$ cat config.mk
export PLATFORM = sky130hd
export DESIGN_NAME = csr_wb_sequencer
export DESIGN_NICKNAME = d
export VERILOG_FILES = /design/src/rtl/csr_wb_sequencer.sv
export SDC_FILE = /design/constraint.sdc
export NUM_CORES = 1
export LEC_CHECK = 0
export ABC_CLOCK_PERIOD_IN_PS = 1800
export CELL_PAD_IN_SITES_DETAIL_PLACEMENT = 1
export CELL_PAD_IN_SITES_GLOBAL_PLACEMENT = 2
export CORE_ASPECT_RATIO = 0.75
export CORE_MARGIN = 2
export CORE_UTILIZATION = 26
export DETAILED_ROUTE_END_ITERATION = 8
export PLACE_DENSITY_LB_ADDON = 0.15
export SKIP_LAST_GASP = 1
export SLEW_MARGIN = 5
export SYNTH_ARGS = -nofsm -noshare
export SYNTH_HDL_FRONTEND = slang
export SYNTH_SLANG_ARGS = --single-unit
$ cat constraint.sdc
create_clock -name clock -period 1.8 [get_ports clock]
set_input_delay 0.36 -clock clock [delete_from_list [all_inputs] [get_ports clock]]
set_output_delay 0.36 -clock clock [all_outputs]
set_load 0.02 [all_outputs]
$ cat src/rtl/csr_wb_sequencer.sv
// Serialises one committed instruction's CSR side-effects onto the single CSR
// write port and hands a done token to the retire side.
module csr_wb_sequencer #(
    parameter logic [7:0]  OP_ECALL     = 8'h01,
    parameter logic [7:0]  OP_MRET      = 8'h02,
    parameter logic [31:0] MEPC_ADDR    = 32'h341,
    parameter logic [31:0] MCAUSE_ADDR  = 32'h342,
    parameter logic [31:0] MCAUSE_ECALL = 32'd11
) (
    input  logic        clock,
    input  logic        reset,
    input  logic        valid_pre_i,
    output logic        ready_pre_o,
    input  logic [31:0] pc_i,
    input  logic [7:0]  csr_op_i,
    input  logic        csr_wena_i,
    input  logic [31:0] csr_waddr_i,
    input  logic [31:0] csr_wdata_i,
    output logic        csr_we_o,
    output logic [31:0] csr_waddr_o,
    output logic [31:0] csr_wdata_o,
    output logic        done_valid_o,
    input  logic        done_ready_i,
    output logic [7:0]  done_op_o,
    output logic [31:0] retire_cnt_o,
    output logic [1:0]  state_o
);
    // Handshakes: a transfer happens on a rising edge where valid and ready are
    // both high; valid is never dropped until that transfer has taken place.
    typedef enum logic [1:0] {IDLE = 2'd0, WR0 = 2'd1, WR1 = 2'd2, DONE = 2'd3} state_t;

    state_t      state_q, state_d;
    logic [31:0] pc_q, waddr_q, wdata_q, cnt_q;
    logic [7:0]  op_q;
    logic        accept, is_ecall_q;

    assign accept     = (state_q == IDLE) && valid_pre_i;
    assign is_ecall_q = (op_q == OP_ECALL);

    always_ff @(posedge clock or negedge reset) begin
        if (!reset) begin
            state_q <= IDLE;
            pc_q    <= '0;
            op_q    <= '0;
            waddr_q <= '0;
            wdata_q <= '0;
            cnt_q   <= '0;
        end else begin
            state_q <= state_d;
            if (accept) begin
                pc_q    <= pc_i;
                op_q    <= csr_op_i;
                waddr_q <= csr_waddr_i;
                wdata_q <= csr_wdata_i;
            end
            if (state_q == DONE && done_ready_i) begin
                cnt_q <= cnt_q + 32'd1;
            end
        end
    end

    // ECALL always takes the two-write path, even if an explicit write rode along.
    always_comb begin
        state_d = state_q;
        case (state_q)
            IDLE: begin
                if (valid_pre_i) begin
                    if (csr_op_i == OP_ECALL || csr_wena_i) state_d = WR0;
                    else                                    state_d = DONE;
                end
            end
            WR0:     state_d = is_ecall_q ? WR1 : DONE;
            WR1:     state_d = DONE;
            DONE:    if (done_ready_i) state_d = IDLE;
            default: state_d = IDLE;
        endcase
    end

    always_comb begin
        ready_pre_o  = 1'b0;
        csr_we_o     = 1'b0;
        csr_waddr_o  = '0;
        csr_wdata_o  = '0;
        done_valid_o = 1'b0;
        done_op_o    = '0;
        case (state_q)
            IDLE: ready_pre_o = 1'b1;
            WR0: begin
                csr_we_o    = 1'b1;
                csr_waddr_o = is_ecall_q ? MEPC_ADDR : waddr_q;
                csr_wdata_o = is_ecall_q ? pc_q : wdata_q;
            end
            WR1: begin
                csr_we_o    = 1'b1;
                csr_waddr_o = MCAUSE_ADDR;
                csr_wdata_o = MCAUSE_ECALL;
            end
            DONE: begin
                done_valid_o = 1'b1;
                done_op_o    = op_q;
            end
            default: ;
        endcase
    end

    assign retire_cnt_o = cnt_q;
    assign state_o      = state_q;

endmodule

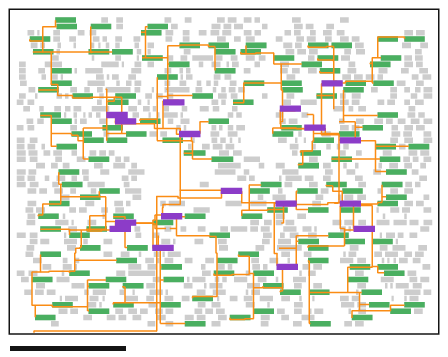
run_1/clk_routes.png
Scale bar: 50 um.
legend:
  green:
    item: flip-flops
    count: 138
  orange:
    item: clock wires
    length: 2190 um
  purple:
    item: clock drivers
    count: 17
flops lie: widely spread
routed clock nets: 18
Clock Power Share: 21.3%
clk pwr: 3660 uW
Final Skew: 0.0147 ns

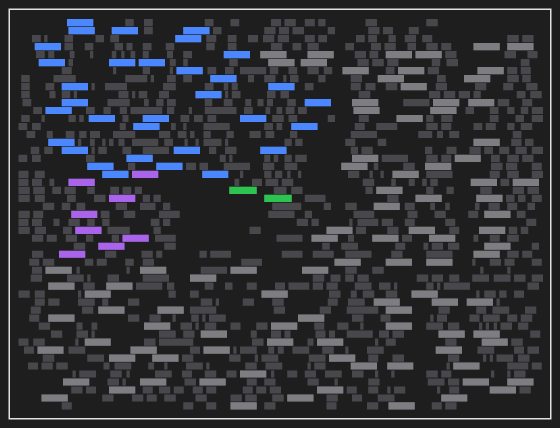
run_1/flops_by_reg.png
Other sequential cells in the stronger gray, the rest of the logic in the fainter gray.
legend:
  green:
    netlist_name: state_o
    flops: 2
  purple:
    netlist_name: op_q
    flops: 8
    where: middle left
  blue:
    netlist_name: retire_cnt_o
    flops: 32
flop share of the area: 32.1%
P_seq: 5180 uW
sequential cell area: 3460 um2

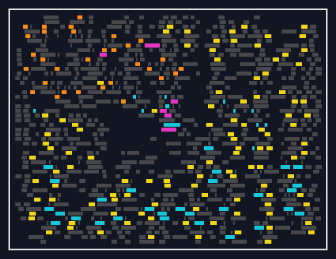
run_1/logic_types.png
legend:
  yellow:
    family: mux cells
    cells: 109
    most_used: mux2_2
    where: widely spread
  cyan:
    family: aoi and oai cells
    cells: 41
    most_used: a21oi_4
  magenta:
    family: fa/ha/maj cells
    cells: 6
    most_used: ha_1
  orange:
    family: xor and xnor cells
    cells: 31
    most_used: xnor2_1
Finished Layout Cells: 1132
Commonest Layout Cell: dfrtp_1
Comb/total area: 31.0%

==> run summary, run 1 <==
Sequential-to-total area share from yosys stat - 54.7%
First-pass GRT wire length - 32300 um
Max Fclk - 410 MHz
Failing checks - setup timing
Avg Inst Size Synth - 12.0 um2
YS chip area - 6310 um2
Port Buffers - 217
Routed via count - 5093
CTS tree - done
Crit-path cells - nor4b_2 > and2_4 > buf_12 > buf_12 > mux2i_1 > o21ai_1 > buf_4
R2R Path Start - state_o[0]
Die H - 139 um
CP Class - flip-flop to primary output
Arr. time, crit path - 2.08 ns
Layout cell share with drive strength beyond 1 - 47.8%
Crit path DRT - 1.44 ns
Total Power - 17200 uW
Tcrit/Tclk final - 135%
Number of CTS-inserted buffers - 17
Peak fanout along the critical path - 10
Synth Warn # - 0
Slowest cell on the critical path - dfrtp_1
Sw Ratio - 35.8%
Crit. End Element - primary output
RSZ-0062 raised after global routing - true
Yosys top cell by area - dfrtp_1
Seq pwr share - 30.1%
Power per cell area - 1600 nW/um2
Dpl cell area - 9650 um2
Layout net count - 928
Antenna violations before repair - 2
Vias in the first global route - 5666
Cells after synthesis - 527
Starting density of the core - 26.4%
Final setup vio count - 73
Min-delay worst type - input port to async pin
Filler instances - 2503
First-pass DRT Iterations - 4
P&R area growth vs syn - 70.3%
Crit path top cell by count - buf_12
Worst slew pin tran - 0.473 ns
FF-to-FF path depth - 8
Clk buf depth - 2
Core Rows - 49
Worst setup margin - -0.638 ns
WP depth - 7
DRC viols - 0
WP buf/inv - 3
Sw Pwr - 6160 uW
Status - complete, but fails checks
Slew HR - 68.5%
Area leader share - 54.7%
Largest net degree at the start of global routing - 50
Setup TNS - -35.91 ns
Clock Pin Slew Worst Setup and Hold Paths - 0.07 ns
Core Util, Final - 45.0%
Static Leak - 0.00477 uW
Root Buffer - clkbuf_16
Tool warnings - 33
Final RePlAce weighted congestion - 0.764
Yosys stat cell total - 527
Combinational Power Share - 48.6%
# IOs - 218
R2R Path End - retire_cnt_o[8]
## run 1: layout make-up
type | count | area [um2] | share of cell area [%]
antenna | 1 | 2.50 | 0.0233
clock buffer | 19 | 443 | 4.12
clock inverter | 12 | 165 | 1.54
inverter | 5 | 21.3 | 0.198
multi-input combinational | 361 | 3330 | 31.0
sequential | 138 | 3460 | 32.1
tap | 306 | 383 | 3.56
timing repair buffer | 290 | 2950 | 27.5
## run 1: cells in the final DEF, fill, tap and decap left out, drive strengths merged, types with 19 or more instances in the layout
master	n
and2	38
mux2	105
nand2	75
buf	146
a21oi	31
dlygate4sd2	32
clkdlybuf4s50	108
xnor2	26
dfrtp	138
clkbuf	19
## run 1: sequential cells by signal, indices dropped and copies added, names as in the netlist
name / count
state_o: 2
wdata_q: 32
pc_q: 32
op_q: 8
retire_cnt_o: 32
waddr_q: 32
## run 1: cell usage after synthesis (all sizes together)
cell type,n
nand3,13
buf,16
dfrtp,138
xor2,5
o21ai,7
a22o,1
mux2i,4
and4,2
and3,2
nor2,13
nand4b,3
nor4b,2
a2111oi,1
and2,38
xnor2,26
mux2,105
ha,6
nor3,4
or2,1
nand4,12
o22ai,1
clkbuf,9
nand2,75
inv,5
o21bai,1
nor4,6
a21oi,31
## run 1: worst min path at each step
stage / startpoint / endpoint / slack [ns] / cells after the start
after detailed placement: reset / wdata_q[27] / 0.27 / 1
after floorplan: reset / op_q[0] / 0.06 / 0
after CTS: reset / wdata_q[27] / 0.39 / 2
final: reset / wdata_q[27] / 0.40 / 2
after global routing: reset / wdata_q[27] / 0.42 / 2
after global placement: reset / wdata_q[27] / 0.27 / 1
## run 1: power groups by stage
stage / logic (uW) / clock network, uW / registers (uW)
floorplan: 4540 / 0 / 5030
global placement: 7500 / 0 / 5070
detailed placement: 7650 / 0 / 5150
CTS: 8060 / 3810 / 5130
global route: 8920 / 3930 / 5350
finish: 8370 / 3660 / 5180
## run 1: metal layers
| metal | up-vias | part of all wire, % | global-route usage [%] |
|---|---|---|---|
| met5 | - | 0.054 | 0 |
| met4 | 2 | 1.1 | 4.29 |
| met3 | 20 | 4.8 | 3.94 |
| met2 | 137 | 46 | 25.9 |
| met1 | 2539 | 48 | 22.4 |
| li1 | 2395 | - | - |
## run 1: through the flow
step	hold WS, ns	setup slack (ns)
floorplan	0.0644	-0.0374
global placement	0.265	-0.813
detailed placement	0.272	-0.870
CTS	0.388	-0.733
global route	0.419	-0.769
finish	0.401	-0.638
## run 1: cells by family (layout without fill, tap and decap cells)
logic type	after synthesis	count (layout)	synth area share, %
buffers and inverters	30	326	2.06
AND/OR/NAND/NOR	171	173	14.9
AND-OR/OR-AND	42	42	3.51
multiplexers	109	109	19.4
other	0	1	0
XOR/XNOR	31	31	4.30
flip-flops	138	138	54.7
adder cells (fa/ha/maj)	6	6	1.19
## run 1: timing repair
item,4_1_cts,5_1_grt
buffers inserted,15,10
gates cloned,4,1
endpoints found under the setup margin,137,92
hold buffers,1,0
gates resized,469,70
pin swaps,19,20
hold endpoints to repair,27,0
==> inputs of run 2 (changes only) <==
--- a/config.mk
+++ b/config.mk
@@ -12,6 +12,7 @@
 export CORE_MARGIN = 2
 export CORE_UTILIZATION = 26
 export DETAILED_ROUTE_END_ITERATION = 8
+export GPL_ROUTABILITY_DRIVEN = 0
 export PLACE_DENSITY_LB_ADDON = 0.15
 export SKIP_LAST_GASP = 1
 export SLEW_MARGIN = 5
==> run 2 against run 1 <==
  * The flow still finishes with violations (setup timing)
  * Clock skew stayed put
  * Largest cell class unchanged
  * Non-clock buffer count is the same
  * Total power unchanged
  * Critical path type unchanged
  * Wire length stayed put
  * Cell area is the same
  * Via count did not move
  * Global-route usage stayed put
  * Clock power hardly changed
  * Worst setup slack did not move
  * Die size unchanged
==> run summary, run 2 <==
Count leader, synth - dfrtp_1 (unchanged)
Tcrit/Tclk final - 135% (unchanged)
Starting density of the core - 26.4% (unchanged)
Area of the mapped netlist - 6310 um2 (unchanged)
Crit path DRT - 1.44 ns (about the same)
Startpoint Class - flip-flop (unchanged)
Worst setup margin - -0.638 ns (unchanged)
Die W - 184 um (unchanged)
Final hold vios - 0 (unchanged)
Core Rows - 49 (unchanged)
Commonest Layout Cell - dfrtp_1 (unchanged)
Drt total wl - 20500 um (unchanged)
First-pass GRT wire length - 32300 um (unchanged)
Crit-path cells - nor4b_2 > and2_4 > buf_12 > buf_12 > mux2i_1 > o21ai_1 > buf_4 (unchanged)
Slowest cell on the critical path - dfrtp_1 (unchanged)
DRT antenna net count - 0 (unchanged)
Yosys top cell by area - dfrtp_1 (unchanged)
Area leader share - 54.7% (unchanged)
Sequential-to-total area share from yosys stat - 54.7% (unchanged)
Final Skew - 0.0147 ns (unchanged)
DRC viols - 0 (unchanged)
Mapped Nets - 642 (unchanged)
Largest stage delay, worst path - 0.38 ns (about the same)
Post-synth area hogs - dfrtp_1 (55%), mux2_2 (19%), nand2_1 (4.5%), and2_1 (3.8%), xnor2_1 (3.6%) (unchanged)
Die Area - 25600 um2 (unchanged)
Peak supply drop - 0.699 mV (unchanged)
# IOs - 218 (unchanged)
Cells after synthesis - 527 (unchanged)
Post-synthesis async set-or-reset flop share - 100% (unchanged)
Core area - 23900 um2 (unchanged)
Peak fanout along the critical path - 10 (unchanged)
Arr. time, crit path - 2.08 ns (about the same)
Commonest non-fill, non-tap cells in the layout - dfrtp_1 (136), clkdlybuf4s50_1 (108), mux2_2 (105) (unchanged)
Die H - 139 um (unchanged)
Logic area - 3330 um2 (unchanged)
# placed instances - 1073 (unchanged)
Cell Type Count - 35 (unchanged)
GRT Resource Usage Total - 16.3% (unchanged)
Post-layout min period - 2.44 ns (unchanged)
Top cells by count - dfrtp_1 (138), mux2_2 (105), nand2_1 (75) (unchanged)
Core Util, Final - 45.0% (unchanged)
Setup TNS - -35.91 ns (unchanged)
Crit path top cell by count - buf_12 (unchanged)
Root Buffer - clkbuf_16 (unchanged)
Finished Layout Cells - 1132 (unchanged)
Yosys reg bits - 138 (unchanged)
Failing checks - setup timing (unchanged)
Hpwl dp - 14400 um (unchanged)
Max-slew violations - 0 (unchanged)
Grt ovf - 0 (unchanged)
Layout net count - 928 (unchanged)
Port Buffers - 217 (unchanged)
Routed via count - 5093 (unchanged)
Antenna violations before repair - 2 (unchanged)
Final setup vio count - 73 (unchanged)
Status - complete, but fails checks (unchanged)
Worst slew pin tran - 0.473 ns (unchanged)
Largest net degree at the start of global routing - 50 (unchanged)
WL/cell - 18.1 um (unchanged)
Vias in the first global route - 5666 (unchanged)
H-tree levels - 4 (unchanged)
Clk buf depth - 2 (unchanged)
Max Fclk - 410 MHz (unchanged)
First-pass DRT Iterations - 4 (unchanged)
Max-Cap Viols - 0 (unchanged)
DR iter-0 viols - 113 (unchanged)
CP Class - flip-flop to primary output (unchanged)
Layout cell share with drive strength beyond 1 - 47.8% (unchanged)
Static Leak - 0.00477 uW (unchanged)
RSZ-0062 raised after global routing - true (unchanged)
Min-delay worst type - input port to async pin (unchanged)
Slew HR - 68.5% (unchanged)
Tool warnings - 33 (unchanged)
Post-synth EDFFs - 0 (unchanged)
Clock Pin Slew Worst Setup and Hold Paths - 0.07 ns (about the same)
Filler instances - 2503 (unchanged)
Top delay family on crit path - simple AND/OR/NAND/NOR gates (unchanged)
Sequential cell area - 3460 um2 (unchanged)
Synth Warn # - 0 (unchanged)
P&R area growth vs syn - 70.3% (unchanged)
CTS tree - done (unchanged)
Crit. End Element - primary output (unchanged)
Yosys stat cell total - 527 (unchanged)
Avg Inst Size Synth - 12.0 um2 (unchanged)
Power per cell area - 1600 nW/um2 (unchanged)
Dominant register cell - dfrtp_1 (unchanged)
Drt via density - 4.50 (unchanged)
Pre-CTS setup slack - -0.870 ns (unchanged)
YS chip area - 6310 um2 (unchanged)
WP buf/inv - 3 (unchanged)
[run 2: cell counts after synthesis]
Identical to the previous run, type by type.
[run 2: final timing paths]
kind                                  start  depth (start not counted)          endpoint  slack [ns]
hold reg to reg            retire_cnt_o[31]                          1  retire_cnt_o[31]        0.48
setup / recovery                    op_q[3]                          7    csr_wdata_o[0]       -0.64
max in group asynchronous             reset                          3          pc_q[18]        0.72
setup reg to reg                 state_o[0]                          8   retire_cnt_o[8]        0.03
min in group clock         retire_cnt_o[31]                          1  retire_cnt_o[31]        0.48
hold / removal                        reset                          2       wdata_q[27]        0.40
[run 2: report_power, final]
group          switching, uW  leakage [uW]  internal (uW)
Sequential               781       0.00169           4400
Combinational           3950       0.00279           4420
Clock                   1430      0.000287           2230
[run 2: cell families after synthesis]
family          count (synthesis)  share of synthesized area, %
mux                           109                          19.4
simple gates                  171                          14.9
xor+xnor                       31                          4.30
buf+inv                        30                          2.06
fa+ha+maj                       6                          1.19
compound gates                 42                          3.51
flops                         138                          54.7
[run 2: timing repair]
action	CTS	global route
buffers inserted	15	10
setup endpoints to repair	137	92
hold endpoints to repair	27	0
gates resized	469	70
hold buffers	1	0
cloned	4	1
pin swaps	19	20
[run 2: final cells by class]
class                      instances  area share [%]
inverter                           5           0.198
antenna                            1          0.0233
tap                              306            3.56
sequential                       138            32.1
multi-input combinational        361            31.0
timing repair buffer             290            27.5
clock buffer                      19            4.12
clock inverter                    12            1.54
[run 2: per-layer routing]
layer	track usage, %	part of all wire [%]	vias to the layer above
met3	3.94	4.8	20
met2	25.9	46	137
met5	0	0.054	-
li1	-	-	2395
met4	4.29	1.1	2
met1	22.4	48	2539
[run 2: per-stage QoR]
step | area, um2 | hold WS, ns | total power [uW]
after floorplan | 6760 | 0.0644 | 9570
after global placement | 9650 | 0.265 | 12600
after detailed placement | 9650 | 0.272 | 12800
after CTS | 10500 | 0.388 | 17000
after global routing | 10800 | 0.419 | 18200
final | 10800 | 0.401 | 17200
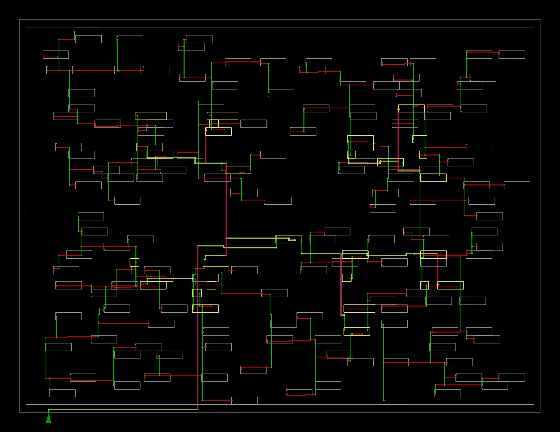
run_2/clocks.png
sequential cell count: 138
CTS Sinks: 138
clk latency late pin: 0.42 ns
number of CTS-inserted buffers: 17
clock buffers: 19

Power figures rest on the tool's default switching activity, not on a simulated workload.
